==> src/rtl/decoder_scan_if.sv <==
// decoder_scan_if: select/control inputs and decoded outputs of decoder_scan.
// With DECODER_SCAN_SKIP_MASK_EN defined, the interface also carries skip_mask.
interface decoder_scan_if #(
    parameter int unsigned SEL_W = 2
) ();
    localparam int unsigned numCh = 2 ** SEL_W;

    logic             en;
    logic             inv;
    logic             mode;
    logic [SEL_W-1:0] sel;
    logic [numCh-1:0] o;
    logic [SEL_W-1:0] idx;
    logic             wrap;
`ifdef DECODER_SCAN_SKIP_MASK_EN
    logic [numCh-1:0] skip_mask;

    modport master (output en, inv, mode, sel, skip_mask, input o, idx, wrap);
    modport slave  (input en, inv, mode, sel, skip_mask, output o, idx, wrap);
`else
    modport master (output en, inv, mode, sel, input o, idx, wrap);
    modport slave  (input en, inv, mode, sel, output o, idx, wrap);
`endif
endinterface

==> src/rtl/decoder_scan.sv <==
// decoder_scan: registered one-hot decoder with enable and polarity control.
// It has a direct mode, which decodes sel, and a scan mode, which steps through
// every channel and holds each one for DWELL cycles.
// The optional macro DECODER_SCAN_SKIP_MASK_EN adds skip_mask, which removes
// channels from the scan and blanks the masked lines.
module decoder_scan #(
    parameter int unsigned SEL_W = 2,
    parameter int unsigned DWELL = 4
) (
    input  logic           clk,
    input  logic           rst_n,
    decoder_scan_if.slave  bus
);
    localparam int unsigned numCh   = 2 ** SEL_W;
    localparam int unsigned dcntW   = (DWELL > 1) ? $clog2(DWELL) : 1;
    localparam logic [dcntW-1:0] dcntLast = dcntW'(DWELL - 1);

    logic [dcntW-1:0] dcnt;
    logic [dcntW-1:0] dcntNextC;
    logic [SEL_W-1:0] idxNextC;
    logic             wrapNextC;
    logic [numCh-1:0] oNextC;

`ifdef DECODER_SCAN_SKIP_MASK_EN
    logic [SEL_W:0]   searchC;

    // Circular search for the first unmasked channel above cur. The search may
    // land on cur itself. The MSB of the result flags that a channel was found.
    function automatic logic [SEL_W:0] findNext(input logic [SEL_W-1:0] cur,
                                                input logic [numCh-1:0] mask);
        logic [SEL_W-1:0] cand;
        logic [SEL_W-1:0] pick;
        logic             found;
        cand  = cur;
        pick  = cur;
        found = 1'b0;
        for (int unsigned k = 0; k < numCh; k++) begin
            cand = cand + SEL_W'(1);
            if (!found && !mask[cand]) begin
                pick  = cand;
                found = 1'b1;
            end
        end
        return {found, pick};
    endfunction
`endif

    // Next channel, dwell count, wrap pulse and decoded lines.
    always_comb begin
        idxNextC  = bus.idx;
        dcntNextC = dcnt;
        wrapNextC = 1'b0;
`ifdef DECODER_SCAN_SKIP_MASK_EN
        searchC   = findNext(bus.idx, bus.skip_mask);
`endif
        if (bus.en) begin
            if (!bus.mode) begin
                idxNextC  = bus.sel;
                dcntNextC = '0;
            end else if (dcnt == dcntLast) begin
                dcntNextC = '0;
`ifdef DECODER_SCAN_SKIP_MASK_EN
                if (searchC[SEL_W]) begin
                    idxNextC  = searchC[SEL_W-1:0];
                    wrapNextC = (searchC[SEL_W-1:0] <= bus.idx);
                end
`else
                idxNextC  = bus.idx + SEL_W'(1);
                wrapNextC = (idxNextC <= bus.idx);
`endif
            end else begin
                dcntNextC = dcnt + dcntW'(1);
            end
        end

        oNextC = bus.en ? (numCh'(1) << idxNextC) : '0;
`ifdef DECODER_SCAN_SKIP_MASK_EN
        // A masked channel is blanked at once, even before idx moves off it.
        oNextC = oNextC & ~bus.skip_mask;
`endif
        oNextC = oNextC ^ {numCh{bus.inv}};
    end

    // State and output registers. Reset clears o to all zeros regardless of inv.
    always_ff @(posedge clk or negedge rst_n) begin
        if (!rst_n) begin
            dcnt     <= '0;
            bus.idx  <= '0;
            bus.wrap <= 1'b0;
            bus.o    <= '0;
        end else begin
            dcnt     <= dcntNextC;
            bus.idx  <= idxNextC;
            bus.wrap <= wrapNextC;
            bus.o    <= oNextC;
        end
    end
endmodule

==> src/flat_wrapper.sv <==
// flat-port wrapper written by rule: the top's interface ports become plain ports
module decoder_scan_flat 
#(
    parameter int unsigned SEL_W = 2,
    parameter int unsigned DWELL = 4
)
  (clk, rst_n, bus_en, bus_inv, bus_mode, bus_sel, bus_o, bus_idx, bus_wrap);
  decoder_scan_if #(.SEL_W(SEL_W)) bus_i ();
  input  logic clk;
  input  logic rst_n;
  input wire logic [$bits(bus_i.en)-1:0] bus_en;
  input wire logic [$bits(bus_i.inv)-1:0] bus_inv;
  input wire logic [$bits(bus_i.mode)-1:0] bus_mode;
  input wire logic [$bits(bus_i.sel)-1:0] bus_sel;
  output wire logic [$bits(bus_i.o)-1:0] bus_o;
  output wire logic [$bits(bus_i.idx)-1:0] bus_idx;
  output wire logic [$bits(bus_i.wrap)-1:0] bus_wrap;
  assign bus_i.en = bus_en;
  assign bus_i.inv = bus_inv;
  assign bus_i.mode = bus_mode;
  assign bus_i.sel = bus_sel;
  assign bus_o = bus_i.o;
  assign bus_idx = bus_i.idx;
  assign bus_wrap = bus_i.wrap;
  decoder_scan #(.SEL_W(SEL_W), .DWELL(DWELL)) u_core (.clk(clk), .rst_n(rst_n), .bus(bus_i));
endmodule
==> config.mk <==
export PLATFORM = sky130hd
export DESIGN_NAME = decoder_scan_flat
export DESIGN_NICKNAME = d
export VERILOG_FILES = /design/src/rtl/decoder_scan_if.sv /design/src/rtl/decoder_scan.sv /design/src/flat_wrapper.sv
export SDC_FILE = /design/constraint.sdc
export NUM_CORES = 1
export LEC_CHECK = 0
export CAP_MARGIN = 5
export CORE_AREA = 2 2 39 41
export CTS_BUF_LIST = sky130_fd_sc_hd__clkbuf_4 sky130_fd_sc_hd__clkbuf_8
export CTS_CLUSTER_SIZE = 40
export DETAILED_ROUTE_END_ITERATION = 8
export DIE_AREA = 0 0 41 43
export DONT_BUFFER_PORTS = 1
export PLACE_DENSITY = 0.62
export SETUP_SLACK_MARGIN = 0.02
export SLEW_MARGIN = 20
export SYNTH_ARGS = -nofsm -noshare
export SYNTH_HDL_FRONTEND = slang
export SYNTH_SLANG_ARGS = --single-unit
==> constraint.sdc <==
create_clock -name clk -period 1.5 [get_ports clk]
set_input_delay 0.225 -clock clk [delete_from_list [all_inputs] [get_ports clk]]
set_output_delay 0.225 -clock clk [all_outputs]
set_load 0.005 [all_outputs]
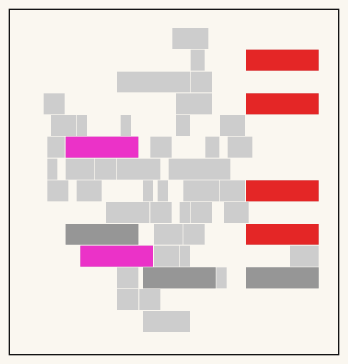
Figure 1: run 1, register map, names as in the netlist.
Drawn at 8 px/micron. Other sequential cells in the stronger grey, the rest of the logic in the fainter grey.
| name in the netlist | colour | placed flops |
|---|---|---|
| `u_core.bus.idx` | magenta | 2 |
| `u_core.bus.o` | red | 4 |
not coloured: 3
register area: 225.2 sq um
Final Util: 0.4340
flop share of the area: 0.3750

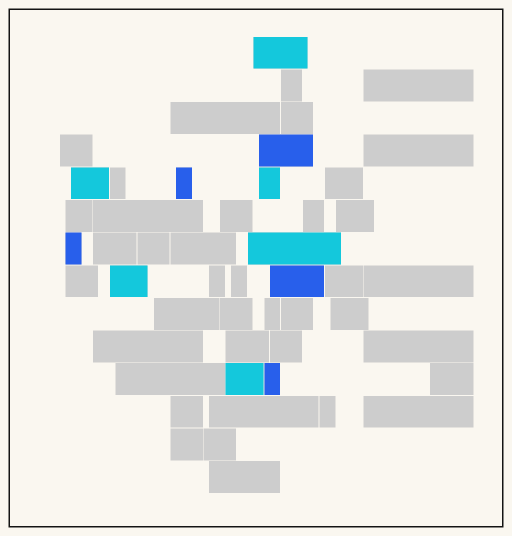
Figure 2: run 1, logic cells by family.
Drawn at 12 px/micron.
| family | colour | cells |
|---|---|---|
| NOR gates | blue | 5 |
| inverting AOI/OAI gates | cyan | 6 |
fraction of area in multi-input gates: 0.4479
Layout Cells excl Fill: 66

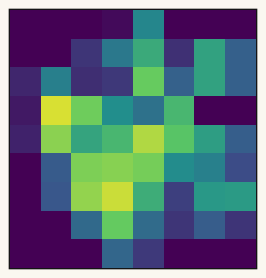
Figure 3: run 1, cell density map.
Drawn at 6 px/micron. The die is cut into 8 by 9 equal tiles; dark purple is low, yellow is high, 0 to 100% covered.
densest ninth of the die: middle
fullest tile: 94%
emptiest ninth of the die: top left
area of the core: 0.001384 sq mm
fp_density: 0.3463

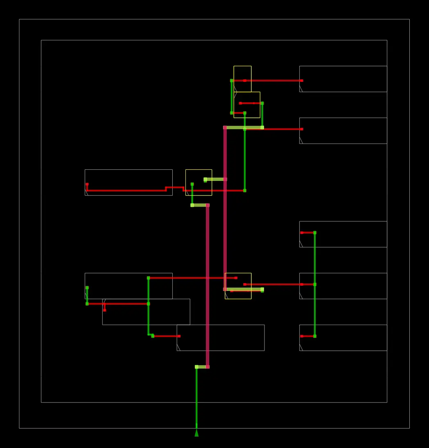
Figure 4: run 1, clock routing.
clock network power: 202 uW
Insertion Delay late pin: 0.27 ns
clock sink count: 9
Num CTS Buffers: 3
clock buffers: 3

==> out/metrics.cfg, run 1 <==
[outcome]
status = finished clean

[detailed_routing]
remaining_drc_errors = 0
met1_length_microns = 401
ant_nets = 0
wl_met2_microns = 536
drt-total-wl_microns = 1021
dr.pass1.iters = 2
drt-initial-drc-count = 4
vias_per_cell = 5.197
routed-via-count = 343
wl_met3_microns = 49
post_drt_wl_per_cell_microns = 15.47

[layout]
layout-drive-gt1-share = 0.3600
clkCellAreaFrac = 0.04583
max_flop_register = u_core.bus.o
layout_top_cells = dfrtp_1, buf_4
num-multi-input-gates = 28
n_all_buffers = 6
logic_area_sq_um = 269.0
largest_class = combinational gates
post-route-cell-area_sq_um = 600.6
n_sequential_cell = 9
buf_share = 0.07917
fillers = 123
inv_count = 3
nets = 61

[timing]
hold_violations = 0
hold_slack_ns = 0.03296
slew_headroom = 0.7318
post-route-min-period_ns = 1.474
finalSetupViolations = 0
fmax_mhz = 678.2
skew_ns = 0.001099
setup_ws_ns = 0.02553

[place]
place_ws_ns = 0.02083
place_area_sq_um = 516.7
numPortBuffers = 0
hpwlAfterDp_microns = 678.1

[global_route]
met1_usage = 0.1591
antenna_found_initial = 0
track_usage = 0.1279
overflow = 0
grt_max_degree = 12
grt_pass1_wl_microns = 1483
top_usage_layer = met2
use_met2 = 0.1844
first_global_vias = 366

[synth]
synthCells = 42
synth.area.mux_share = 0.04178
synth_chip_area_sq_um = 479.2
synth-async-reset-ratio = 1.000
top_area_frac = 0.4700
synthSimpleGateAreaFrac = 0.1462
avgSynthCellArea_sq_um = 11.41
ys_cells = 42
syn_nets = 52
ff_type = dfrtp_1
compound_area_frac = 0.1227
yosys-top-cells-count = dfrtp_1, ha_1, inv_1, nor2_1, xor2_1
xor_share = 0.09138
top_logic_kind = simple AND/OR/NAND/NOR gates
adder_share = 0.07833
yosysSeqAreaShare = 0.4700
yosysUniqueCellTypes = 21

[die]
dieWidth_microns = 41
dieArea_sq_mm = 0.001763
num_io_pins = 14
n_tap_cell = 16
std_cell_rows = 14

[power_and_ir_drop]
ir_drop_v = 0.0003734
top_power_group = registers
comb-power_uw = 164
switchingPower_uw = 203.8
power.total_uw = 663.5
seq-power_uw = 298
switching_share = 0.3071
clockPowerShare = 0.304
p_seq_frac = 0.448

[worst_setup_path]
startpoint = u_core.dcnt[0]$_DFFE_PN0P_
rr_endpoint = u_core.bus.o[2]$_DFF_PN0_
cp_cell_sequence = ha_2 > xnor2_2 > a31oi_4 > nor3b_2 > xor2_1
worst-path-stages = 5
cp_slowest_cell = dfrtp_1
cp.buffers_inverters = 0
crit_path_end = u_core.bus.o[2]$_DFF_PN0_
regToRegStartpoint = u_core.dcnt[0]$_DFFE_PN0P_
worst_path_largest_cell_delay_ns = 0.40
crit_fanout = 4
crit_required_ns = 1.70

[hold_path]
worstHoldPathCells = 1
worstHoldStart = bus_inv
hold_end = u_core.bus.o[0]$_DFF_PN0_
hp-class = in2reg

[clock_tree]
ctsResizeCount = 0
clk_pin_slew_ns = 0.07
ctsHoldBuffers = 1

[run]
warning_count = 28

Figure 5. I/O nets highlighted (run 1).
Drawn at 8 px/micron.
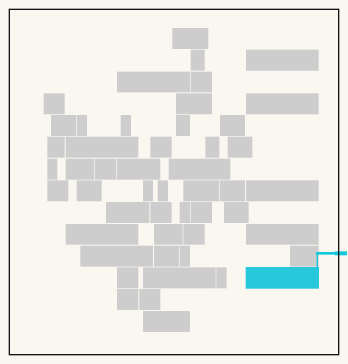

==> run 2: changes to the inputs <==
--- a/config.mk
+++ b/config.mk
@@ -14,7 +14,9 @@
 export DONT_BUFFER_PORTS = 1
 export PLACE_DENSITY = 0.62
 export SETUP_SLACK_MARGIN = 0.02
+export SKIP_LAST_GASP = 1
 export SLEW_MARGIN = 20
 export SYNTH_ARGS = -nofsm -noshare
 export SYNTH_HDL_FRONTEND = slang
 export SYNTH_SLANG_ARGS = --single-unit
+export TNS_END_PERCENT = 1
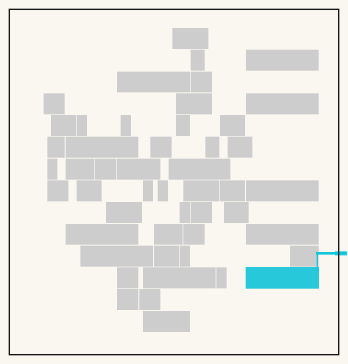
Figure 6: run 2, I/O nets highlighted.
Drawn at 8 px/micron.
| port | colour | bits | direction | edge | end cells | buffers | wire |
|---|---|---|---|---|---|---|---|
| `bus_wrap` | cyan | 1 | output | right | 1 | 0 | 4.40 microns |
number of port buffers: 0
Ports: 14

==> run 2 against run 1 <==
The flow now finishes with violations (setup timing); via count is 0.58% lower; sequential cell count stayed put; global-route usage is 0.20 points lower; final cell count is 1.5% lower; worst setup slack worse by 0.046 ns; clock power is 2% lower; die area stayed put; synthesized area stayed put; routed wire length is 1.3% higher; clock skew is 0.0015 ns higher; synthesized cell count stayed put; highest routed layer unchanged.
==> out/metrics.cfg, run 2 <==
[layout]
clkCellAreaFrac = 0.04661
final-seq-area_sq_um = 225.2
inv_count = 3
postLayoutCoreUtil = 0.4268
clock_buffers = 3
nets = 60
layout_top_cells = dfrtp_1, buf_4
n_sequential_cell = 9
post-route-cell-area_sq_um = 590.6

[power_and_ir_drop]
ir_drop_v = 0.0003640
switchingPower_uw = 199.9
power.total_uw = 655.9
comb-power_uw = 160
pwr.group.clock_uw = 198
switching_share = 0.3048

[die]
n_tap_cell = 16
std_cell_rows = 14
dieArea_sq_mm = 0.001763

[detailed_routing]
drt-total-wl_microns = 1034
remaining_drc_errors = 0
dr.pass1.iters = 2

[worst_setup_path]
cp.buffers_inverters = 0
cp_slowest_cell = dfrtp_1
worst_path_largest_cell_delay_ns = 0.41
cp_cell_sequence = ha_1 > xnor2_2 > a31oi_4 > nor3b_2 > xor2_1
crit_fanout = 4
worst-path-stages = 5

[global_route]
top_usage_layer = met2
track_usage = 0.1259
overflow = 0
grt_pass1_wl_microns = 1455
antenna_found_initial = 0
first_global_vias = 360

[clock_tree]
ctsHoldBuffers = 1
insertion_delay_ns = 0.27
clk_pin_slew_ns = 0.07

[outcome]
violations = setup timing
status = finished with violations

[timing]
hold_violations = 0
post-route-min-period_ns = 1.520
finalSetupViolations = 2
fmax_mhz = 657.8
skew_ns = 0.002595
setup_ws_ns = -0.02020
hold_slack_ns = 0.03611
slew_headroom = 0.7316

[synth]
avgSynthCellArea_sq_um = 11.41
yosysUniqueCellTypes = 21
xor_share = 0.09138
yosys-top-cells-count = dfrtp_1, ha_1, inv_1, nor2_1, xor2_1
synth-async-reset-ratio = 1.000
top_logic_kind = simple AND/OR/NAND/NOR gates
yosysSeqAreaShare = 0.4700
ys_cells = 42
syn_nets = 52
adder_share = 0.07833
synth_chip_area_sq_um = 479.2
synthSimpleGateAreaFrac = 0.1462

[place]
place_ws_ns = 0.02083
hpwlAfterDp_microns = 678.1

[hold_path]
hp-class = in2reg

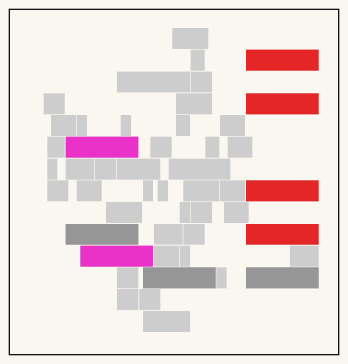
Figure 7: run 2, register map, names as in the netlist.
Drawn at 8 px/micron. Other sequential cells in the stronger grey, the rest of the logic in the fainter grey.
| name in the netlist | colour | placed flops |
|---|---|---|
| `u_core.bus.idx` | magenta | 2 |
| `u_core.bus.o` | red | 4 |
P_seq: 298 uW
flop share of the area: 0.3814

==> run 3: changes to the inputs <==
--- a/config.mk
+++ b/config.mk
@@ -8,6 +8,7 @@
 export CAP_MARGIN = 5
 export CORE_AREA = 2 2 39 41
 export CTS_BUF_LIST = sky130_fd_sc_hd__clkbuf_4 sky130_fd_sc_hd__clkbuf_8
+export CTS_CLUSTER_DIAMETER = 50
 export CTS_CLUSTER_SIZE = 40
 export DETAILED_ROUTE_END_ITERATION = 8
 export DIE_AREA = 0 0 41 43
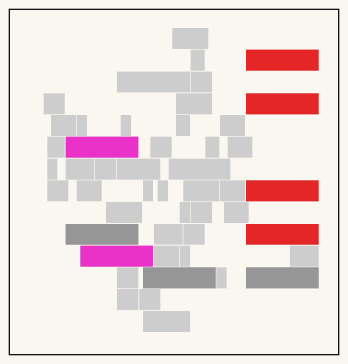
Figure 8: run 3, register map, names as in the netlist.
Drawn at 8 px/micron. Other sequential cells in the stronger grey, the rest of the logic in the fainter grey.
| name in the netlist | colour | placed flops |
|---|---|---|
| `u_core.bus.idx` | magenta | 2 |
| `u_core.bus.o` | red | 4 |
not coloured: 3
Final Util: 0.4268

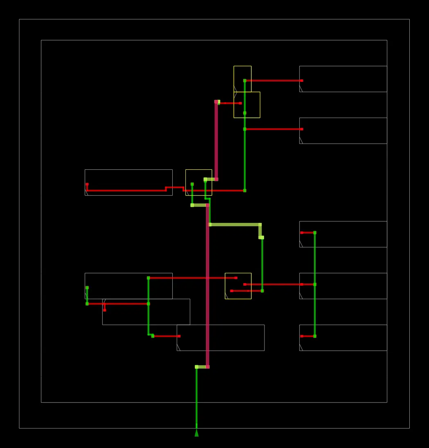
Figure 9: run 3, clock routing.
Seq cells: 9
Post-Route Skew: 0.002595 ns

==> run 3 against run 2 <==
The run still ends with setup timing left; clock skew stayed put; combinational power hardly changed; maximum frequency stayed put; clock power hardly changed; utilization stayed put; non-clock buffer count stayed put; first-iteration DRC count stayed put; count of clock-buffer cells in the layout stayed put; critical path depth stayed put; sequential power hardly changed; largest cell class unchanged; highest routed layer unchanged.
==> out/metrics.cfg, run 3 <==
[clock_tree]
ctsHoldBuffers = 1
cts_setup_buffers = 0
numCtsBuffers = 3
insertion_delay_ns = 0.27
cts-root-buf = clkbuf_4
clk_pin_slew_ns = 0.07
ctsResizeCount = 0
clock-sinks = 9
cts_tree = built
cts_buffer_depth = 2

[detailed_routing]
vias_per_cell = 5.246
wl_met2_microns = 543
ant_nets = 0
met1_length_microns = 418
wl_met3_microns = 47
routed-via-count = 341
post_drt_wl_per_cell_microns = 15.91
drt-total-wl_microns = 1034
drt-initial-drc-count = 2
dr.pass1.iters = 2
remaining_drc_errors = 0

[layout]
layout_top_cells = dfrtp_1, buf_4
comb-cell-share = 0.4513
inv_count = 3
max_flop_register = u_core.bus.o
seq_share = 0.3814
final-seq-area_sq_um = 225.2
fillers = 124
logic_area_sq_um = 266.5
nets = 60
largest_class = combinational gates
areaGrowthSynthToFinish_pct = 23.24
clock_buffers = 3
layout.cells.non_filler = 65
buf_share = 0.06780
layout-drive-gt1-share = 0.3265
n_all_buffers = 5
post-route-cell-area_sq_um = 590.6
clkCellAreaFrac = 0.04661
num-multi-input-gates = 28

[die]
floorplan.core_util = 0.3463
dieArea_sq_mm = 0.001763
std_cell_rows = 14
core_area_sq_mm = 0.001384
n_tap_cell = 16
num_io_pins = 14
dieWidth_microns = 41

[synth]
synthCells = 42
synth.area.mux_share = 0.04178
ys_cells = 42
synth_chip_area_sq_um = 479.2
netlist_area_sq_um = 479.2
avgSynthCellArea_sq_um = 11.41
yosysSeqAreaShare = 0.4700
top_area_frac = 0.4700
adder_share = 0.07833
synth-async-reset-ratio = 1.000
synth.largest_area_cell = dfrtp_1
yosys-top-cells-count = dfrtp_1, ha_1, inv_1, nor2_1, xor2_1
syn_nets = 52
ff_type = dfrtp_1
xor_share = 0.09138
ys.warnings.count = 0
top_logic_kind = simple AND/OR/NAND/NOR gates
synth.area.top_cells = dfrtp_1, ha_1, xor2_1, nor3b_2, mux2i_1
yosysUniqueCellTypes = 21
synthSimpleGateAreaFrac = 0.1462
compound_area_frac = 0.1227

[global_route]
use_met2 = 0.1844
met3_usage = 0.02094
antenna_found_initial = 0
track_usage = 0.1259
grt_pass1_wl_microns = 1455
grt_max_degree = 12
first_global_vias = 360
met1_usage = 0.1526
overflow = 0
top_usage_layer = met2

[place]
gp_congestion = 0.8640
place_ws_ns = 0.02083
place_area_sq_um = 516.7
hpwlAfterDp_microns = 678.1
dp_cells = 60
numPortBuffers = 0

[power_and_ir_drop]
power.density_mw_per_mm2 = 1111
ir_drop_v = 0.0003640
clockPowerShare = 0.302
pwr.group.clock_uw = 198
p_leak_uw = 0.0002528
p_seq_frac = 0.454
power.total_uw = 655.9
seq-power_uw = 298
comb-power_uw = 160
switching_share = 0.3048
switchingPower_uw = 199.9
top_power_group = registers

[worst_setup_path]
crit_path_end = u_core.bus.o[2]$_DFF_PN0_
crit_required_ns = 1.69
cp.buffers_inverters = 0
startpoint = u_core.dcnt[0]$_DFFE_PN0P_
rrSetupSlack_ns = -0.02
cp.arrival_ns = 1.71
critPathKind = reg2reg
crit_family = XOR/XNOR gates
crit_fanout = 4
worst_path_largest_cell_delay_ns = 0.41
end_kind = flop
worstRegToRegCells = 5
start_kind = flop
rr_endpoint = u_core.bus.o[2]$_DFF_PN0_
worst-path-stages = 5
cp_slowest_cell = dfrtp_1
regToRegStartpoint = u_core.dcnt[0]$_DFFE_PN0P_
cp_cell_sequence = ha_1 > xnor2_2 > a31oi_4 > nor3b_2 > xor2_1

[timing]
fin_crit_sh = 1.013
slew_headroom = 0.7316
hold_slack_ns = 0.03611
hold_violations = 0
setup_ws_ns = -0.02020
fmax_mhz = 657.8
finalSetupViolations = 2
post-route-min-period_ns = 1.520
rsz0062_at_grt = yes
slew_violations = 0
worst_pin_slew_ns = 0.4013

[run]
warning_count = 29
drv_cap = 0

[hold_path]
worstHoldStart = bus_inv
hold_end = u_core.bus.o[0]$_DFF_PN0_
worstHoldPathCells = 1
hp-class = in2reg

[outcome]
status = finished with violations
violations = setup timing

No activity file was given, so power comes from the tool's default toggle rates.
